**src/rtl/alu_pkg.sv**
```systemverilog
// alu_pkg: shared definitions for the two-requester ALU arbiter.
//   alu_op_e    - runtime opcode encoding carried on op0/op1
//   arb_state_e - arbiter FSM state encoding
package alu_pkg;

    typedef enum logic [1:0] {
        ADD = 2'b00,
        OR  = 2'b01,
        SUB = 2'b10,
        XOR = 2'b11
    } alu_op_e;

    typedef enum logic [1:0] {
        IDLE = 2'b00,
        EXEC = 2'b01,
        RESP = 2'b10
    } arb_state_e;

endpackage

```
**src/rtl/alu_core.sv**
```systemverilog
// alu_core: purely combinational ALU shared by both requesters.
//   i_op     - opcode (add, or, subtract a-b, xor)
//   i_a, i_b - operands, WIDTH bits
//   o_result - result modulo 2^WIDTH
//   o_cout   - carry for add, borrow for subtract, 0 otherwise
module alu_core
    import alu_pkg::*;
#(
    parameter int unsigned WIDTH = 4
) (
    input  logic [1:0]       i_op,
    input  logic [WIDTH-1:0] i_a,
    input  logic [WIDTH-1:0] i_b,
    output logic [WIDTH-1:0] o_result,
    output logic             o_cout
);

    logic [WIDTH:0] w_sum;
    logic [WIDTH:0] w_diff;

    // One extra bit: carry-out for the sum, and for the difference the
    // top bit is set exactly when a < b (two's-complement wrap = borrow).
    assign w_sum  = {1'b0, i_a} + {1'b0, i_b};
    assign w_diff = {1'b0, i_a} - {1'b0, i_b};

    always_comb begin
        o_result = '0;
        o_cout   = 1'b0;
        case (i_op)
            ADD: begin
                o_result = w_sum[WIDTH-1:0];
                o_cout   = w_sum[WIDTH];
            end
            OR: begin
                o_result = i_a | i_b;
            end
            SUB: begin
                o_result = w_diff[WIDTH-1:0];
                o_cout   = w_diff[WIDTH];
            end
            default: begin
                o_result = i_a ^ i_b;
            end
        endcase
    end

endmodule

```
**src/rtl/alu_arbiter.sv**
```systemverilog
// alu_arbiter: round-robin arbiter granting one of two requesters access to
// a shared ALU. One operation takes three cycles: IDLE (arbitrate and latch
// operands) -> EXEC (compute) -> RESP (update round-robin pointer).
//   clk, rst_n          - clock, asynchronous active-low reset
//   req0/req1           - level-held requests
//   op0/op1, a0/b0/a1/b1 - opcode and operands per requester
//   gnt0/gnt1           - one-cycle pulse: operands captured
//   done0/done1         - one-cycle pulse: result/cout valid
//   result, cout        - registered ALU outputs, held until next EXEC edge
//   busy                - high whenever the FSM is not IDLE
module alu_arbiter
    import alu_pkg::*;
#(
    parameter int unsigned WIDTH = 4
) (
    input  logic             clk,
    input  logic             rst_n,
    input  logic             req0,
    input  logic             req1,
    input  logic [1:0]       op0,
    input  logic [1:0]       op1,
    input  logic [WIDTH-1:0] a0,
    input  logic [WIDTH-1:0] b0,
    input  logic [WIDTH-1:0] a1,
    input  logic [WIDTH-1:0] b1,
    output logic             gnt0,
    output logic             gnt1,
    output logic             done0,
    output logic             done1,
    output logic [WIDTH-1:0] result,
    output logic             cout,
    output logic             busy
);

    arb_state_e       r_state;
    logic             r_rr;
    logic             r_win;
    logic [1:0]       r_op;
    logic [WIDTH-1:0] r_a;
    logic [WIDTH-1:0] r_b;
    logic             r_gnt0;
    logic             r_gnt1;
    logic             r_done0;
    logic             r_done1;
    logic [WIDTH-1:0] r_result;
    logic             r_cout;

    arb_state_e       w_state_nxt;
    logic             w_rr_nxt;
    logic             w_win_nxt;
    logic             w_pick;
    logic [1:0]       w_op_nxt;
    logic [WIDTH-1:0] w_a_nxt;
    logic [WIDTH-1:0] w_b_nxt;
    logic             w_gnt0_nxt;
    logic             w_gnt1_nxt;
    logic             w_done0_nxt;
    logic             w_done1_nxt;
    logic [WIDTH-1:0] w_result_nxt;
    logic             w_cout_nxt;
    logic [WIDTH-1:0] w_alu_result;
    logic             w_alu_cout;

    alu_core #(
        .WIDTH (WIDTH)
    ) u_alu_core (
        .i_op     (r_op),
        .i_a      (r_a),
        .i_b      (r_b),
        .o_result (w_alu_result),
        .o_cout   (w_alu_cout)
    );

    always_ff @(posedge clk or negedge rst_n) begin
        if (!rst_n) begin
            r_state  <= IDLE;
            r_rr     <= 1'b0;
            r_win    <= 1'b0;
            r_op     <= '0;
            r_a      <= '0;
            r_b      <= '0;
            r_gnt0   <= 1'b0;
            r_gnt1   <= 1'b0;
            r_done0  <= 1'b0;
            r_done1  <= 1'b0;
            r_result <= '0;
            r_cout   <= 1'b0;
        end else begin
            r_state  <= w_state_nxt;
            r_rr     <= w_rr_nxt;
            r_win    <= w_win_nxt;
            r_op     <= w_op_nxt;
            r_a      <= w_a_nxt;
            r_b      <= w_b_nxt;
            r_gnt0   <= w_gnt0_nxt;
            r_gnt1   <= w_gnt1_nxt;
            r_done0  <= w_done0_nxt;
            r_done1  <= w_done1_nxt;
            r_result <= w_result_nxt;
            r_cout   <= w_cout_nxt;
        end
    end

    always_comb begin
        w_state_nxt  = r_state;
        w_rr_nxt     = r_rr;
        w_win_nxt    = r_win;
        w_pick       = 1'b0;
        w_op_nxt     = r_op;
        w_a_nxt      = r_a;
        w_b_nxt      = r_b;
        w_gnt0_nxt   = 1'b0;
        w_gnt1_nxt   = 1'b0;
        w_done0_nxt  = 1'b0;
        w_done1_nxt  = 1'b0;
        w_result_nxt = r_result;
        w_cout_nxt   = r_cout;

        case (r_state)
            IDLE: begin
                if (req0 || req1) begin
                    // Contention goes to the pointer; otherwise the lone requester.
                    w_pick      = (req0 && req1) ? r_rr : req1;
                    w_win_nxt   = w_pick;
                    w_op_nxt    = w_pick ? op1 : op0;
                    w_a_nxt     = w_pick ? a1  : a0;
                    w_b_nxt     = w_pick ? b1  : b0;
                    w_gnt0_nxt  = ~w_pick;
                    w_gnt1_nxt  = w_pick;
                    w_state_nxt = EXEC;
                end
            end
            EXEC: begin
                w_result_nxt = w_alu_result;
                w_cout_nxt   = w_alu_cout;
                w_done0_nxt  = ~r_win;
                w_done1_nxt  = r_win;
                w_state_nxt  = RESP;
            end
            RESP: begin
                w_rr_nxt    = ~r_win;
                w_state_nxt = IDLE;
            end
            default: begin
                w_state_nxt = IDLE;
            end
        endcase
    end

    assign gnt0   = r_gnt0;
    assign gnt1   = r_gnt1;
    assign done0  = r_done0;
    assign done1  = r_done1;
    assign result = r_result;
    assign cout   = r_cout;
    assign busy   = (r_state != IDLE);

endmodule
```
**config.mk**
```make
export PLATFORM = sky130hd
export DESIGN_NAME = alu_arbiter
export DESIGN_NICKNAME = d
export VERILOG_FILES = /design/src/rtl/alu_pkg.sv /design/src/rtl/alu_core.sv /design/src/rtl/alu_arbiter.sv
export SDC_FILE = /design/constraint.sdc
export NUM_CORES = 1
export LEC_CHECK = 0
export CAP_MARGIN = 0
export CORE_ASPECT_RATIO = 1.2
export CORE_UTILIZATION = 47
export CTS_CLUSTER_DIAMETER = 30
export DETAILED_ROUTE_END_ITERATION = 16
export PLACE_DENSITY = 0.81
export SKIP_LAST_GASP = 1
export SLEW_MARGIN = 15
export SYNTH_ARGS = -nofsm -noshare
export SYNTH_HDL_FRONTEND = slang
export SYNTH_SLANG_ARGS = --single-unit
```
**constraint.sdc**
```tcl
create_clock -name clk -period 2 [get_ports clk]
set_input_delay 0.2 -clock clk [delete_from_list [all_inputs] [get_ports clk]]
set_output_delay 0.2 -clock clk [all_outputs]
set_load 0.05 [all_outputs]
```
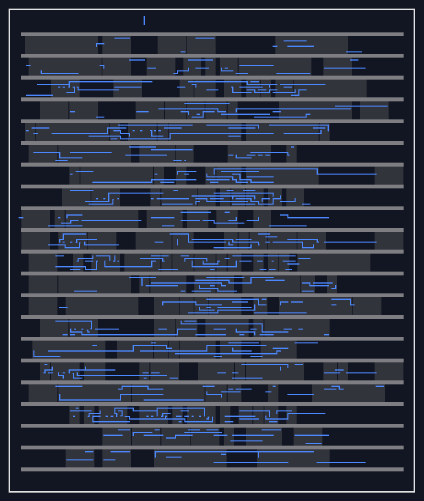
layer_met1.png
(8 px per um) Supply wires on this layer in grey. Cells faint in the background.
- longest straight run: 19.8 um
- share of all routed wire: 42%
total wire length: 2504 um
M1 GR Usage: 22.99%
routed via count: 1040

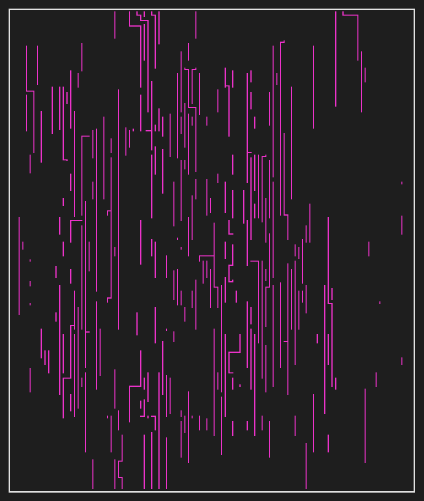
layer_met2.png
(8 px per um)
- main direction: vertical
- longest straight run: 29.9 um
GR Util met2: 32.19%

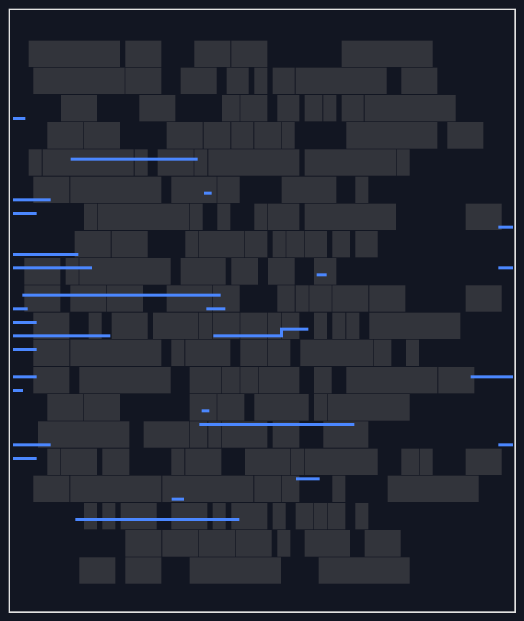
layer_met3.png
(10 px per um) Cells faint in the background.
- nets with wire on the layer: 23
- wire length on this layer: 130 um
- share of all routed wire: 5.2%
- main direction: horizontal
- longest straight run: 19.5 um

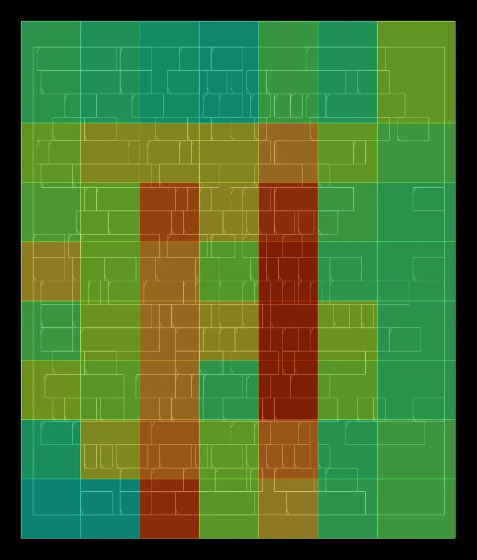
congestion.png
global route hottest layer: met2
global router's overall resource usage: 19.39%
met3 track utilization from global routing: 4.835%
core occupancy in the finished layout: 66.25%

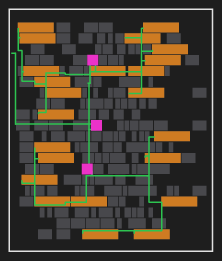
clk_routes.png
(4 px per um)
- green: clock wires (length 265 um)
- magenta: clock drivers (count 3)
- orange: flip-flops (count 23)
- flops lie: widely spread
- routed clock nets: 4

## worst register-to-register path, cell delays in order (launching register included)
cell and delay, ns:
sky130_fd_sc_hd__dfrtp_1 0.41, sky130_fd_sc_hd__buf_4 0.12, sky130_fd_sc_hd__ha_1 0.17, sky130_fd_sc_hd__inv_1 0.06
sky130_fd_sc_hd__fa_1 0.40, sky130_fd_sc_hd__mux2_2 0.27, sky130_fd_sc_hd__o21ai_0 0.16, sky130_fd_sc_hd__a21oi_1 0.09
sky130_fd_sc_hd__o21ai_0 0.14
## registers in the layout (all words and copies together), names as in the netlist
signal   count
done1        1
r_b          4
gnt1         1
r_op         2
cout         1
gnt0         1
r_win        1
r_state      2
result       4
r_a          4
r_rr         1
done0        1
==> Slide: Implementation Results <==
Synthesis and Place & Route Summary

Status
  • Status: finished clean

Global routing
  • Residual overflow from global routing: 0
  • Antenna violations before repair: 0

Run
  • Total tool warning count: 35

STA
  • Final hold slack: about 0.23 ns
  • Achievable frequency: between 500 and 600 MHz

Yosys
  • Top cells by count, synth: sky130_fd_sc_hd__inv_1 (29), sky130_fd_sc_hd__dfrtp_1 (23), sky130_fd_sc_hd__ha_1 (12)
  • Basic Gates by Area: a little under 10%
  • Count of state elements after synthesis: 23
  • Cell type contributing the most total cell area after synthesis: sky130_fd_sc_hd__dfrtp_1

Finish
  • Clock buffer and inverter area fraction after layout: roughly 1.6%
  • Leading cell type in the layout, fill and taps excluded: sky130_fd_sc_hd__clkdlybuf4s50_1

Power and ir drop
  • Sequential group share of total power: between 30% and 40%
  • Leakage power figure: roughly 0.00084 uW
  • Clk. pwr: ~210 uW
  • Max VDD drop: between 0.0008 and 0.0009 V
  • Total combinational power: 1730 uW

Worst hold path
  • Kind of path behind the tightest hold check: input port to async pin

CTS
  • TritonCTS buffer count: 3
  • Root Driver: sky130_fd_sc_hd__clkbuf_4
  • Quantity of gates resized following cts: 0
  • TritonCTS clock tree: built
Power figures rest on the tool's default switching activity, not on a simulated workload.
